==> src/rtl/piso_bit_serializer.sv <==
// Parallel-in/serial-out bit serializer feeding the serial sequence detectors.
// A holding register backs the shift register so consecutive words stream without gaps.
module piso_bit_serializer #(
    parameter int   WIDTH     = 8,
    parameter bit   MSB_FIRST = 1'b1,
    parameter logic IDLE_BIT  = 1'b0
) (
    input  logic             clk,
    input  logic             rst,
    input  logic [WIDTH-1:0] in_data,
    input  logic             in_valid,
    output logic             in_ready,
    input  logic             bit_en,
    input  logic             flush,
    input  logic             clr_flags,
    output logic             x_out,
    output logic             x_valid,
    output logic             busy,
    output logic             underrun
);

    localparam int CNT_W = $clog2(WIDTH + 1);

    typedef enum logic {
        IDLE,
        SHIFT
    } state_t;

    state_t             state, state_nxt;
    logic               hold_full, hold_full_nxt;
    logic [WIDTH-1:0]   hold_reg;
    logic [WIDTH-1:0]   shift_reg, shift_nxt;
    logic [CNT_W-1:0]   bit_cnt, cnt_nxt;
    logic               x_out_nxt, x_valid_nxt, underrun_nxt;
    logic               accept;
    logic               cur_bit;
    logic [WIDTH-1:0]   shifted;

    assign in_ready = ~hold_full & ~flush;
    assign accept   = in_valid & in_ready;
    assign busy     = (state == SHIFT) | hold_full;

    assign cur_bit = MSB_FIRST ? shift_reg[WIDTH-1] : shift_reg[0];
    assign shifted = MSB_FIRST ? {shift_reg[WIDTH-2:0], 1'b0}
                               : {1'b0, shift_reg[WIDTH-1:1]};

    // NOTE: every variable gets a default before any branch, so no path leaves one unassigned and infers a latch.
    always_comb begin
        state_nxt     = state;
        hold_full_nxt = hold_full;
        shift_nxt     = shift_reg;
        cnt_nxt       = bit_cnt;
        x_out_nxt     = x_out;
        x_valid_nxt   = 1'b0;
        // A new underrun in the same cycle as clr_flags must win.
        underrun_nxt  = (underrun & ~clr_flags) | (bit_en & (state == IDLE));

        if (flush) begin
            state_nxt     = IDLE;
            hold_full_nxt = 1'b0;
            cnt_nxt       = '0;
            x_out_nxt     = IDLE_BIT;
        end else begin
            // accept requires an empty hold, so it never collides with a reload below.
            if (accept) hold_full_nxt = 1'b1;

            unique case (state)
                IDLE: begin
                    x_out_nxt = IDLE_BIT;
                    if (hold_full) begin
                        shift_nxt     = hold_reg;
                        cnt_nxt       = CNT_W'(WIDTH);
                        hold_full_nxt = 1'b0;
                        state_nxt     = SHIFT;
                    end
                end
                SHIFT: begin
                    if (bit_en) begin
                        x_out_nxt   = cur_bit;
                        x_valid_nxt = 1'b1;
                        shift_nxt   = shifted;
                        cnt_nxt     = bit_cnt - CNT_W'(1);
                        if (bit_cnt == CNT_W'(1)) begin
                            if (hold_full) begin
                                shift_nxt     = hold_reg;
                                cnt_nxt       = CNT_W'(WIDTH);
                                hold_full_nxt = 1'b0;
                            end else begin
                                state_nxt = IDLE;
                            end
                        end
                    end
                end
                default: ;
            endcase
        end
    end

    // NOTE: sequential state uses non-blocking assignments so all registers update from the same pre-edge values.
    always_ff @(posedge clk or negedge rst) begin
        if (!rst) begin
            state     <= IDLE;
            hold_full <= 1'b0;
            shift_reg <= '0;
            bit_cnt   <= '0;
            x_out     <= IDLE_BIT;
            x_valid   <= 1'b0;
            underrun  <= 1'b0;
        end else begin
            state     <= state_nxt;
            hold_full <= hold_full_nxt;
            shift_reg <= shift_nxt;
            bit_cnt   <= cnt_nxt;
            x_out     <= x_out_nxt;
            x_valid   <= x_valid_nxt;
            underrun  <= underrun_nxt;
        end
    end

    // NOTE: hold_reg is pure datapath guarded by hold_full, so it is deliberately left out of reset.
    always_ff @(posedge clk) begin
        if (accept) hold_reg <= in_data;
    end

endmodule

==> config.mk <==
export PLATFORM = sky130hd
export DESIGN_NAME = piso_bit_serializer
export DESIGN_NICKNAME = d
export VERILOG_FILES = /design/src/rtl/piso_bit_serializer.sv
export SDC_FILE = /design/constraint.sdc
export NUM_CORES = 1
export LEC_CHECK = 0
export CORE_ASPECT_RATIO = 2
export CORE_MARGIN = 3
export CORE_UTILIZATION = 44
export DETAILED_ROUTE_END_ITERATION = 12
export PLACE_DENSITY = 0.72
export SLEW_MARGIN = 20
export SYNTH_ARGS = -nofsm -noshare
export SYNTH_HDL_FRONTEND = slang
export SYNTH_SLANG_ARGS = --single-unit
==> constraint.sdc <==
create_clock -name clk -period 2.6 [get_ports clk]
set_input_delay 0.52 -clock clk [delete_from_list [all_inputs] [get_ports clk]]
set_output_delay 0.52 -clock clk [all_outputs]
set_load 0.005 [all_outputs]
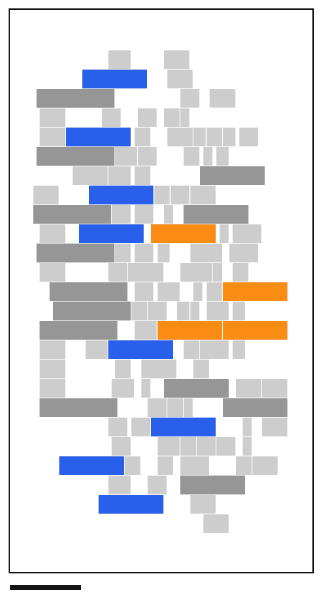
(images/flops_by_reg.png)
The bar under the picture is 10 µm long. Other sequential cells in the stronger gray, the rest of the logic in the fainter gray.
bit_cnt: marked orange, sequential cells 4. shift_reg: marked blue, sequential cells 8.
Another 13 sequential cells are not colored.
fraction of area in registers: 0.4687
Sequential Area: 665.6 µm²
Power Sequential: 0.476 mW
Final Util: 0.5821

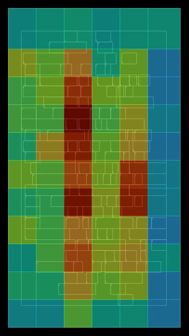
(images/congestion.png)
WL/cell: 15.01 µm
peak-usage layer in the global routing report: met2
GR Layer Usage met2: 0.2706
GR Util met3: 0.02268

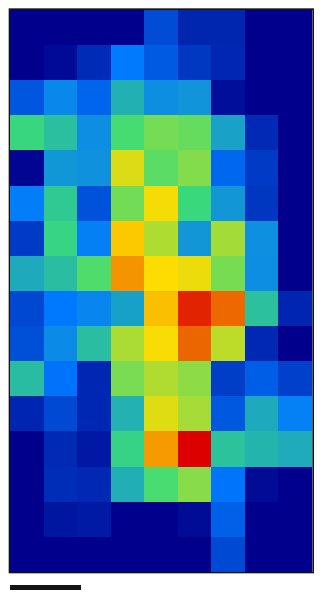
(images/metal_density.png)
The bar under the picture is 10 µm long. 9 x 16 tiles, from dark blue (low) to red (high), scaled to the fullest tile. Values are wire area over tile area, all layers added.
22% of the tiles are over half the peak. 24% of the tiles are nearly empty. The densest ninth of the die: center. The emptiest ninth of the die: south-west.
Post-Route WL: 2.176 mm
GRT Total Usage: 0.1405
DR vias: 854

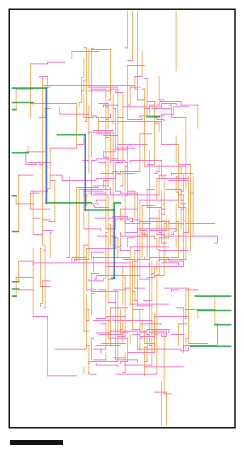
(images/wires.png)
The bar under the picture is 10 µm long.
metal 1: marked magenta, wire length 845 µm. metal 3: marked green, wire length 66.7 µm. metal 4: marked blue, wire length 49.0 µm. metal 2: marked orange, wire length 1220 µm.

==> deck_impl_summary.md <==
Flow Results at a Glance

Synth
  • Most numerous cell in the Yosys netlist: dfrtp_1
  • FF+latch count, synth: 25
  • Cell taking the most area after synthesis: dfrtp_1
  • Top cells by area: dfrtp_1, edfxtp_1, o31a_1
  • Synth Flop Type: dfrtp_1
  • Ys cells: approximately 100
  • Seq share, synth: 0.5666
  • Cells after Synth: between 100 and 150
  • Top cells by count: dfrtp_1, and3_1, edfxtp_1
  • Post-Syn Nets: about 120
  • EDFF count, synth: 8

Finish
  • Logic area: 446.7 µm²
  • Non-filler instance count after layout: about 150
  • Final layout net count: 135
  • Most numerous logic cell after layout: clkdlybuf4s50_1
  • Filler cells: 208
  • Final instance area: between 1000 and 1500 µm²
  • Area growth syn-to-layout: 20.87%

Outcome
  • Status: completed

Clocking
  • Clk slew on worst S/H paths: roughly 80 ps
  • CTS H-tree depth: 1
  • CTS Hold Bufs: 0
  • Clk_lat worst skew: 260 ps
  • Postcts setup bufs: 0
  • Cts repair resizes: 0
  • Root buf cell: clkbuf_8
  • CTS tree: built

Pwr
  • Internal: 0.6580 mW
  • Pwr dens: ~600 nW/µm²
  • Clock power frac: 0.258
  • Worst vdd ir: 0.4137 mV
  • Leak pwr: 0.5842 nW
  • Max power group: sequential cells
  • P_clk: ~0.22 mW
  • Sw Pwr: around 0.20 mW
  • Overall power: ~0.86 mW

GRT
  • First-pass GRT wire length: about 3.6 mm
  • GRT Residual Overflow: 0
  • Initial antenna violation count: 0
  • Vias in the first global route: between 800 and 900
  • Pin count of the biggest net entering global routing: 27

Critical path
  • Crit-path cells: clkdlybuf4s50_1 -> nor2_1 -> clkdlybuf4s50_1
  • Worst EP required: between 2000 and 2500 ps
  • WP depth: 3
  • Delay-heaviest family, CP: buffers and inverters
  • CP bufs+invs: 2
  • Crit path DAT: roughly 1600 ps
  • Crit path capture: in_ready
  • CP endpoint kind: primary output
  • Reg2Reg Setup Slack: between 600 and 700 ps
  • Max stage delay cell, worst path: clkdlybuf4s50_1
  • Max stage delay on crit path: 520 ps
  • Critical Path Start: flush
  • Crit Path Max Fanout: 2
  • CP Launch Type: input pin

Place
  • Cells after DPL: around 140
  • DP Area: around 1400 µm²
  • Detailed placement HPWL: between 1.5 and 2 mm
  • DP Worst Slack: 495.7 ps
  • PortBufs: 18

Timing
  • Fin Clk Skew: 3.444 ps
  • Slew Viols, Final: 0
  • Post-route setup slack: 505.1 ps
  • Slew HR: 0.4851
  • Final hold vios: 0
  • Max Fclk: between 0.4 and 0.5 GHz
  • Setup_tns: 0 ps
  • Final Setup Violations: 0
  • RSZ-0062 raised after global routing: false
  • Fin crit share: 0.8057
  • Final Hold Slack: 496.4 ps

Detailed routing
  • Via density: roughly 5.9
  • Post-DRT Antenna Nets: 0
  • First DRT Iteration DRCs: 17

Floorplanning
  • CORE AREA: around 2400 µm²
  • Io pins: 19
  • DIE AREA: about 3400 µm²
  • Pre-Place Util: 0.4815

Job
  • Max-Cap Viols: 0

Min path
  • Hold Path Sink: shift_reg[0]$_DFFE_PN0P_
  • Hold Crit Depth: 1
cell families (layout without fill, tap and decap cells):
kind of cell    after synthesis  count (layout)  share of synthesized area
compound gates               31              31                     0.1970
simple gates                 26              26                     0.1363
flops                        25              25                     0.5666
buf+inv                      14              31                    0.05325
fa+ha+maj                     2               2                    0.02130
mux                           2               2                    0.01810
xor+xnor                      1               1                   0.007456
per-layer routing:
metal	GRT usage	up-vias	routed length [µm]	share of wire
li1	-	405	-	-
met1	0.1342	425	845	0.39
met2	0.2706	18	1215	0.56
met3	0.02268	6	66	0.030
met4	0.07477	0	48	0.022
met5	0	-	0	0
layout make-up:
type / instances / area share
clock buffer: 4 / 0.03172
inverter: 5 / 0.01322
multi-input combinational: 62 / 0.3145
sequential: 25 / 0.4687
tap: 27 / 0.02379
timing repair buffer: 22 / 0.1480
Power is estimated from default activity; no workload was simulated.
